<file path="src/rtl/dphy_tx_lane_sequencer_if.sv">
// ---------------------------------------------------------------------------
// dphy_tx_lane_sequencer_if : request/payload and PHY-side signals of the
// D-PHY TX lane sequencer.   Rev 1.0
// ---------------------------------------------------------------------------
`default_nettype none

interface dphy_tx_lane_sequencer_if;
  logic       hs_clk_en;
  logic       hs_data_en;
  logic [7:0] data_in0;
  logic [7:0] data_in1;
  logic [7:0] data_in2;
  logic [7:0] data_in3;
  logic       hs_ready;
  logic [7:0] hs_data0;
  logic [7:0] hs_data1;
  logic [7:0] hs_data2;
  logic [7:0] hs_data3;
  logic       hs_data_oe;
  logic [1:0] lp_data0;
  logic [1:0] lp_data1;
  logic [1:0] lp_data2;
  logic [1:0] lp_data3;
  logic [7:0] hs_clk_byte;
  logic       hs_clk_oe;
  logic [1:0] lp_clk;

  modport master (
    output hs_clk_en, hs_data_en, data_in0, data_in1, data_in2, data_in3,
    input  hs_ready, hs_data0, hs_data1, hs_data2, hs_data3, hs_data_oe,
    input  lp_data0, lp_data1, lp_data2, lp_data3, hs_clk_byte, hs_clk_oe, lp_clk
  );

  modport slave (
    input  hs_clk_en, hs_data_en, data_in0, data_in1, data_in2, data_in3,
    output hs_ready, hs_data0, hs_data1, hs_data2, hs_data3, hs_data_oe,
    output lp_data0, lp_data1, lp_data2, lp_data3, hs_clk_byte, hs_clk_oe, lp_clk
  );
endinterface

`default_nettype wire

</file>
<file path="src/rtl/dphy_tx_lane_sequencer.sv">
// ---------------------------------------------------------------------------
// dphy_tx_lane_sequencer : byte-clock MIPI D-PHY TX LP/HS entry/exit sequencer
// for one clock lane and up to four lockstep data lanes.   Rev 1.0
// ---------------------------------------------------------------------------
`default_nettype none

module dphy_tx_lane_sequencer #(
  parameter int LANES       = 4,
  parameter int LPX         = 2,
  parameter int HS_PREPARE  = 2,
  parameter int HS_ZERO     = 6,
  parameter int HS_TRAIL    = 4,
  parameter int CLK_PREPARE = 2,
  parameter int CLK_ZERO    = 16,
  parameter int CLK_PRE     = 2,
  parameter int CLK_POST    = 4,
  parameter int CLK_TRAIL   = 3
) (
  input  logic                      clk_byte,
  input  logic                      reset,
  dphy_tx_lane_sequencer_if.slave   bus
);

  localparam int CW = 8;

  localparam logic [2:0] C_IDLE  = 3'd0;
  localparam logic [2:0] C_LPX   = 3'd1;
  localparam logic [2:0] C_PREP  = 3'd2;
  localparam logic [2:0] C_ZERO  = 3'd3;
  localparam logic [2:0] C_HS    = 3'd4;
  localparam logic [2:0] C_POST  = 3'd5;
  localparam logic [2:0] C_TRAIL = 3'd6;

  localparam logic [2:0] D_IDLE  = 3'd0;
  localparam logic [2:0] D_LPX   = 3'd1;
  localparam logic [2:0] D_PREP  = 3'd2;
  localparam logic [2:0] D_ZERO  = 3'd3;
  localparam logic [2:0] D_HS    = 3'd4;
  localparam logic [2:0] D_TRAIL = 3'd5;

  logic [2:0]      c_state_q, c_state_d, d_state_q, d_state_d;
  logic [CW-1:0]   c_cnt_q, c_cnt_d, d_cnt_q, d_cnt_d;
  logic [1:0]      lp_clk_q, lp_clk_d, lp_data_q, lp_data_d;
  logic            hs_clk_oe_q, hs_clk_oe_d, hs_data_oe_q, hs_data_oe_d;
  logic            hs_ready_q, hs_ready_d;
  logic [7:0]      hs_clk_byte_q, hs_clk_byte_d;
  logic [3:0][7:0] hs_data_q, hs_data_d;
  logic [3:0][7:0] w_data_in;
  logic [3:0][1:0] w_lp_lane;

  assign w_data_in = {bus.data_in3, bus.data_in2, bus.data_in1, bus.data_in0};

  always_ff @(posedge clk_byte or posedge reset) begin
    if (reset) begin
      c_state_q     <= C_IDLE;
      d_state_q     <= D_IDLE;
      c_cnt_q       <= '0;
      d_cnt_q       <= '0;
      lp_clk_q      <= 2'b11;
      lp_data_q     <= 2'b11;
      hs_clk_oe_q   <= 1'b0;
      hs_data_oe_q  <= 1'b0;
      hs_ready_q    <= 1'b0;
      hs_clk_byte_q <= 8'h00;
      hs_data_q     <= '0;
    end else begin
      c_state_q     <= c_state_d;
      d_state_q     <= d_state_d;
      c_cnt_q       <= c_cnt_d;
      d_cnt_q       <= d_cnt_d;
      lp_clk_q      <= lp_clk_d;
      lp_data_q     <= lp_data_d;
      hs_clk_oe_q   <= hs_clk_oe_d;
      hs_data_oe_q  <= hs_data_oe_d;
      hs_ready_q    <= hs_ready_d;
      hs_clk_byte_q <= hs_clk_byte_d;
      hs_data_q     <= hs_data_d;
    end
  end

  // Clock lane may only leave HS when the data lanes are idle and not starting a burst this edge.
  always_comb begin
    c_state_d = c_state_q;
    case (c_state_q)
      C_IDLE:  if (bus.hs_clk_en) c_state_d = C_LPX;
      C_LPX:   if (c_cnt_q == CW'(LPX - 1)) c_state_d = C_PREP;
      C_PREP:  if (c_cnt_q == CW'(CLK_PREPARE - 1)) c_state_d = C_ZERO;
      C_ZERO:  if (c_cnt_q == CW'(CLK_ZERO - 1)) c_state_d = C_HS;
      C_HS:    if (!bus.hs_clk_en && d_state_q == D_IDLE && d_state_d == D_IDLE) c_state_d = C_POST;
      C_POST:  if (c_cnt_q == CW'(CLK_POST - 1)) c_state_d = C_TRAIL;
      C_TRAIL: if (c_cnt_q == CW'(CLK_TRAIL - 1)) c_state_d = C_IDLE;
      default: c_state_d = C_IDLE;
    endcase
    if (c_state_d != c_state_q || c_state_q == C_IDLE) c_cnt_d = '0;
    else if (c_state_q == C_HS) c_cnt_d = (c_cnt_q < CW'(CLK_PRE)) ? c_cnt_q + CW'(1) : c_cnt_q;
    else c_cnt_d = c_cnt_q + CW'(1);
  end

  always_comb begin
    d_state_d = d_state_q;
    case (d_state_q)
      D_IDLE:  if (bus.hs_data_en && c_state_q == C_HS && c_cnt_q >= CW'(CLK_PRE)) d_state_d = D_LPX;
      D_LPX:   if (d_cnt_q == CW'(LPX - 1)) d_state_d = D_PREP;
      D_PREP:  if (d_cnt_q == CW'(HS_PREPARE - 1)) d_state_d = D_ZERO;
      D_ZERO:  if (d_cnt_q == CW'(HS_ZERO - 1)) d_state_d = bus.hs_data_en ? D_HS : D_TRAIL;
      D_HS:    if (!bus.hs_data_en) d_state_d = D_TRAIL;
      D_TRAIL: if (d_cnt_q == CW'(HS_TRAIL - 1)) d_state_d = D_IDLE;
      default: d_state_d = D_IDLE;
    endcase
    if (d_state_d != d_state_q || d_state_q == D_IDLE || d_state_q == D_HS) d_cnt_d = '0;
    else d_cnt_d = d_cnt_q + CW'(1);
  end

  always_comb begin
    lp_clk_d      = 2'b00;
    hs_clk_oe_d   = 1'b0;
    hs_clk_byte_d = 8'h00;
    case (c_state_d)
      C_IDLE:        lp_clk_d = 2'b11;
      C_LPX:         lp_clk_d = 2'b01;
      C_ZERO:        hs_clk_oe_d = 1'b1;
      C_HS, C_POST:  begin hs_clk_oe_d = 1'b1; hs_clk_byte_d = 8'h55; end
      C_TRAIL:       hs_clk_oe_d = 1'b1;
      default:       ;
    endcase
  end

  // Staying in D_HS implies hs_data_en was high, so the payload is captured; the trail byte
  // is latched from bit 7 of whatever byte each lane last carried.
  always_comb begin
    lp_data_d    = 2'b00;
    hs_data_oe_d = 1'b0;
    hs_ready_d   = 1'b0;
    hs_data_d    = '0;
    case (d_state_d)
      D_IDLE:  lp_data_d = 2'b11;
      D_LPX:   lp_data_d = 2'b01;
      D_ZERO:  hs_data_oe_d = 1'b1;
      D_HS: begin
        hs_data_oe_d = 1'b1;
        hs_ready_d   = 1'b1;
        for (int i = 0; i < 4; i++)
          hs_data_d[i] = (d_state_q == D_HS) ? w_data_in[i] : hs_data_q[i];
      end
      D_TRAIL: begin
        hs_data_oe_d = 1'b1;
        for (int i = 0; i < 4; i++)
          hs_data_d[i] = (d_state_q == D_TRAIL) ? hs_data_q[i] : {8{~hs_data_q[i][7]}};
      end
      default: ;
    endcase
    for (int i = 0; i < 4; i++)
      if (i >= LANES) hs_data_d[i] = 8'h00;
  end

  for (genvar g = 0; g < 4; g++) begin : g_lane
    if (g < LANES) begin : g_active
      assign w_lp_lane[g] = lp_data_q;
    end else begin : g_idle
      assign w_lp_lane[g] = 2'b11;
    end
  end

  assign bus.hs_ready    = hs_ready_q;
  assign bus.hs_data0    = hs_data_q[0];
  assign bus.hs_data1    = hs_data_q[1];
  assign bus.hs_data2    = hs_data_q[2];
  assign bus.hs_data3    = hs_data_q[3];
  assign bus.hs_data_oe  = hs_data_oe_q;
  assign bus.lp_data0    = w_lp_lane[0];
  assign bus.lp_data1    = w_lp_lane[1];
  assign bus.lp_data2    = w_lp_lane[2];
  assign bus.lp_data3    = w_lp_lane[3];
  assign bus.hs_clk_byte = hs_clk_byte_q;
  assign bus.hs_clk_oe   = hs_clk_oe_q;
  assign bus.lp_clk      = lp_clk_q;

endmodule

`default_nettype wire

</file>
<file path="src/flat_wrapper.sv">
// flat-port wrapper written by rule: the top's interface ports become plain ports
module dphy_tx_lane_sequencer_flat 
#(
  parameter int LANES       = 4,
  parameter int LPX         = 2,
  parameter int HS_PREPARE  = 2,
  parameter int HS_ZERO     = 6,
  parameter int HS_TRAIL    = 4,
  parameter int CLK_PREPARE = 2,
  parameter int CLK_ZERO    = 16,
  parameter int CLK_PRE     = 2,
  parameter int CLK_POST    = 4,
  parameter int CLK_TRAIL   = 3
)
  (clk_byte, reset, bus_hs_clk_en, bus_hs_data_en, bus_data_in0, bus_data_in1, bus_data_in2, bus_data_in3, bus_hs_ready, bus_hs_data0, bus_hs_data1, bus_hs_data2, bus_hs_data3, bus_hs_data_oe, bus_lp_data0, bus_lp_data1, bus_lp_data2, bus_lp_data3, bus_hs_clk_byte, bus_hs_clk_oe, bus_lp_clk);
  dphy_tx_lane_sequencer_if bus_i ();
  input  logic clk_byte;
  input  logic reset;
  input wire logic [$bits(bus_i.hs_clk_en)-1:0] bus_hs_clk_en;
  input wire logic [$bits(bus_i.hs_data_en)-1:0] bus_hs_data_en;
  input wire logic [$bits(bus_i.data_in0)-1:0] bus_data_in0;
  input wire logic [$bits(bus_i.data_in1)-1:0] bus_data_in1;
  input wire logic [$bits(bus_i.data_in2)-1:0] bus_data_in2;
  input wire logic [$bits(bus_i.data_in3)-1:0] bus_data_in3;
  output wire logic [$bits(bus_i.hs_ready)-1:0] bus_hs_ready;
  output wire logic [$bits(bus_i.hs_data0)-1:0] bus_hs_data0;
  output wire logic [$bits(bus_i.hs_data1)-1:0] bus_hs_data1;
  output wire logic [$bits(bus_i.hs_data2)-1:0] bus_hs_data2;
  output wire logic [$bits(bus_i.hs_data3)-1:0] bus_hs_data3;
  output wire logic [$bits(bus_i.hs_data_oe)-1:0] bus_hs_data_oe;
  output wire logic [$bits(bus_i.lp_data0)-1:0] bus_lp_data0;
  output wire logic [$bits(bus_i.lp_data1)-1:0] bus_lp_data1;
  output wire logic [$bits(bus_i.lp_data2)-1:0] bus_lp_data2;
  output wire logic [$bits(bus_i.lp_data3)-1:0] bus_lp_data3;
  output wire logic [$bits(bus_i.hs_clk_byte)-1:0] bus_hs_clk_byte;
  output wire logic [$bits(bus_i.hs_clk_oe)-1:0] bus_hs_clk_oe;
  output wire logic [$bits(bus_i.lp_clk)-1:0] bus_lp_clk;
  assign bus_i.hs_clk_en = bus_hs_clk_en;
  assign bus_i.hs_data_en = bus_hs_data_en;
  assign bus_i.data_in0 = bus_data_in0;
  assign bus_i.data_in1 = bus_data_in1;
  assign bus_i.data_in2 = bus_data_in2;
  assign bus_i.data_in3 = bus_data_in3;
  assign bus_hs_ready = bus_i.hs_ready;
  assign bus_hs_data0 = bus_i.hs_data0;
  assign bus_hs_data1 = bus_i.hs_data1;
  assign bus_hs_data2 = bus_i.hs_data2;
  assign bus_hs_data3 = bus_i.hs_data3;
  assign bus_hs_data_oe = bus_i.hs_data_oe;
  assign bus_lp_data0 = bus_i.lp_data0;
  assign bus_lp_data1 = bus_i.lp_data1;
  assign bus_lp_data2 = bus_i.lp_data2;
  assign bus_lp_data3 = bus_i.lp_data3;
  assign bus_hs_clk_byte = bus_i.hs_clk_byte;
  assign bus_hs_clk_oe = bus_i.hs_clk_oe;
  assign bus_lp_clk = bus_i.lp_clk;
  dphy_tx_lane_sequencer #(.LANES(LANES), .LPX(LPX), .HS_PREPARE(HS_PREPARE), .HS_ZERO(HS_ZERO), .HS_TRAIL(HS_TRAIL), .CLK_PREPARE(CLK_PREPARE), .CLK_ZERO(CLK_ZERO), .CLK_PRE(CLK_PRE), .CLK_POST(CLK_POST), .CLK_TRAIL(CLK_TRAIL)) u_core (.clk_byte(clk_byte), .reset(reset), .bus(bus_i));
endmodule
</file>
<file path="config.mk">
export PLATFORM = sky130hd
export DESIGN_NAME = dphy_tx_lane_sequencer_flat
export DESIGN_NICKNAME = d
export VERILOG_FILES = /design/src/rtl/dphy_tx_lane_sequencer_if.sv /design/src/rtl/dphy_tx_lane_sequencer.sv /design/src/flat_wrapper.sv
export SDC_FILE = /design/constraint.sdc
export NUM_CORES = 1
export LEC_CHECK = 0
export CORE_AREA = 4 4 85 87
export CTS_BUF_LIST = sky130_fd_sc_hd__clkbuf_8
export DETAILED_ROUTE_END_ITERATION = 8
export DIE_AREA = 0 0 89 91
export PLACE_DENSITY = 0.84
export SLEW_MARGIN = 20
export SYNTH_ARGS = -nofsm -noshare
export SYNTH_HDL_FRONTEND = slang
export SYNTH_SLANG_ARGS = --single-unit
</file>
<file path="constraint.sdc">
create_clock -name clk_byte -period 3.5 [get_ports clk_byte]
set_input_delay 0.35 -clock clk_byte [delete_from_list [all_inputs] [get_ports clk_byte]]
set_output_delay 0.35 -clock clk_byte [all_outputs]
set_load 0.01 [all_outputs]
</file>
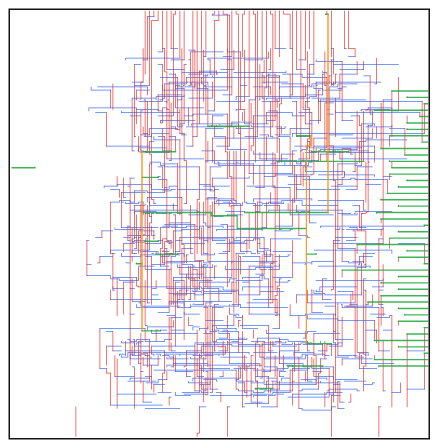
(images/metal_stack.png)
Blue is met1, wire length 2970 µm. Green is met3, wire length 445 µm. Red is met2, wire length 3540 µm. Orange is met4, wire length 125 µm.
DR vias: 2416
final wirelength: 7084 µm
Tot GR Track Use: 18.30%
routed len/inst: 16.83 µm

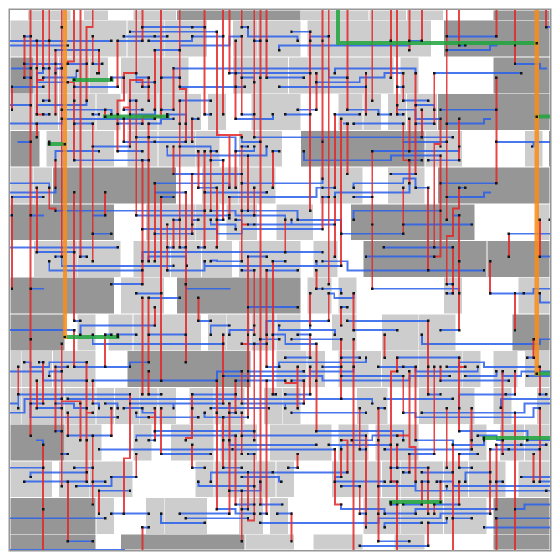
(images/zoom.png)
Window x 24 to 64, y 7 to 47 µm. Cells in grey, sequential cells in the stronger grey; small squares are vias.
Blue is met1. Orange is met4. Green is met3. Red is met2.
134 logic cells have their middle in the window. Sequential cells in the window: 13. Most frequent: nor2_1 (15), dfrtp_1 (12). Netlist names of flops here include u_core.c_cnt_q (4), u_core.d_state_q (3), u_core.d_cnt_q (2).

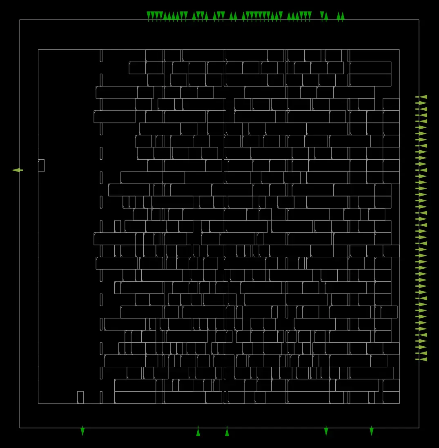
(images/final_placement.png)
# fillers: 463
num rows: 29
post-route insts no fill: 421
Core Area: 0.006350 mm²
# Taps: 77

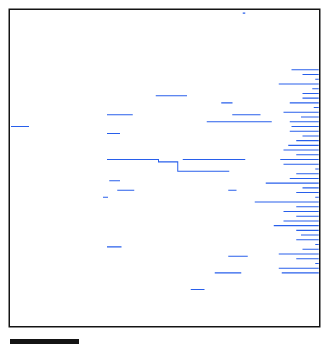
(images/met3.png)
Bar = 20 µm.
The layer carries 445 µm of wire. The longest straight run is 18.4 µm. 54 nets have wire on it. The layer holds 6.3% of the routed length. The wires run mostly horizontal.

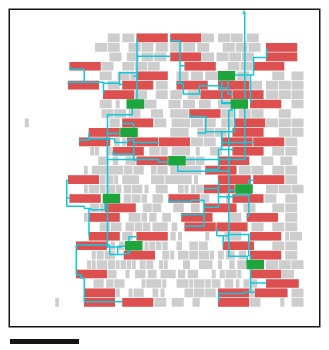
(images/clock_map.png)
Bar = 20 µm.
Cyan is clock wires, length 703 µm. Red is flip-flops, count 62. Green is cells driving clock nets, count 9.
There are 10 routed clock nets.
clock power share: 20.2%
Setup Skew: 0.008998 ns
clock group power: 0.000525 W
worst skew pair latency: 0.34 ns

==> GITHUB_STEP_SUMMARY <==
## Implementation flow summary

| Metric | Value |
|---|---|
| Worst r2r src | u_core.d_cnt_q[1]$_DFF_PP0_ |
| M1 WL | 2973 µm |
| Met3 wire len | 444 µm |
| Logic share of the area | 32.12% |
| Largest net degree at the start of global routing | 35 |
| Post-route cell area | 0.004004 mm² |
| Top Consumer | registers |
| Met1 usage | 25.35% |
| Commonest non-fill, non-tap cell in the layout | clkdlybuf4s50_1 |
| Worst slew pin tran | 0.7579 ns |
| Sink Count | 62 |
| Fin util | 63.05% |
| Dominant comb cell | AND-OR/OR-AND gates |
| MUX area fraction | 0.3271% |
| Worst path bufs/invs | 1 |
| Pre-CTS WS | 0.8690 ns |
| Status | finished clean |
| Comb gates | 171 |
| # nets final | 380 |
| Iteration count of the initial detailed-routing pass | 4 |
| Comb. cell area | 0.001286 mm² |
| Worst path depth | 7 |
| Unrepaired setup endpoints after global routing | false |
| Post-synth EDFFs | 0 |
| Synth Instances | 264 |
| Post-CTS setup buffers | 0 |
| MaxCap Viol Count | 0 |
| Average size of a mapped cell | 11.59 µm² |
| Crit Path Class | flop to flop |
| Final max-slew violation count | 0 |
| Die H | 91 µm |
| YS chip area | 0.003060 mm² |
| Tool Warnings | 29 |
| Nonclk inv count | 7 |
| Highest net fanout along the worst path | 8 |
| Startpoint Class | flop |
| Met3 usage | 2.986% |
| Clk buf depth | 2 |
| Syn-to-layout area delta | 30.83% |
| Comb power | 0.00102 W |
| Vias in the first global route | 2303 |
| Final Critical Period | 2.663 ns |
| Hold_ws | 0.3974 ns |
No activity file was given, so power comes from the tool's default toggle rates.
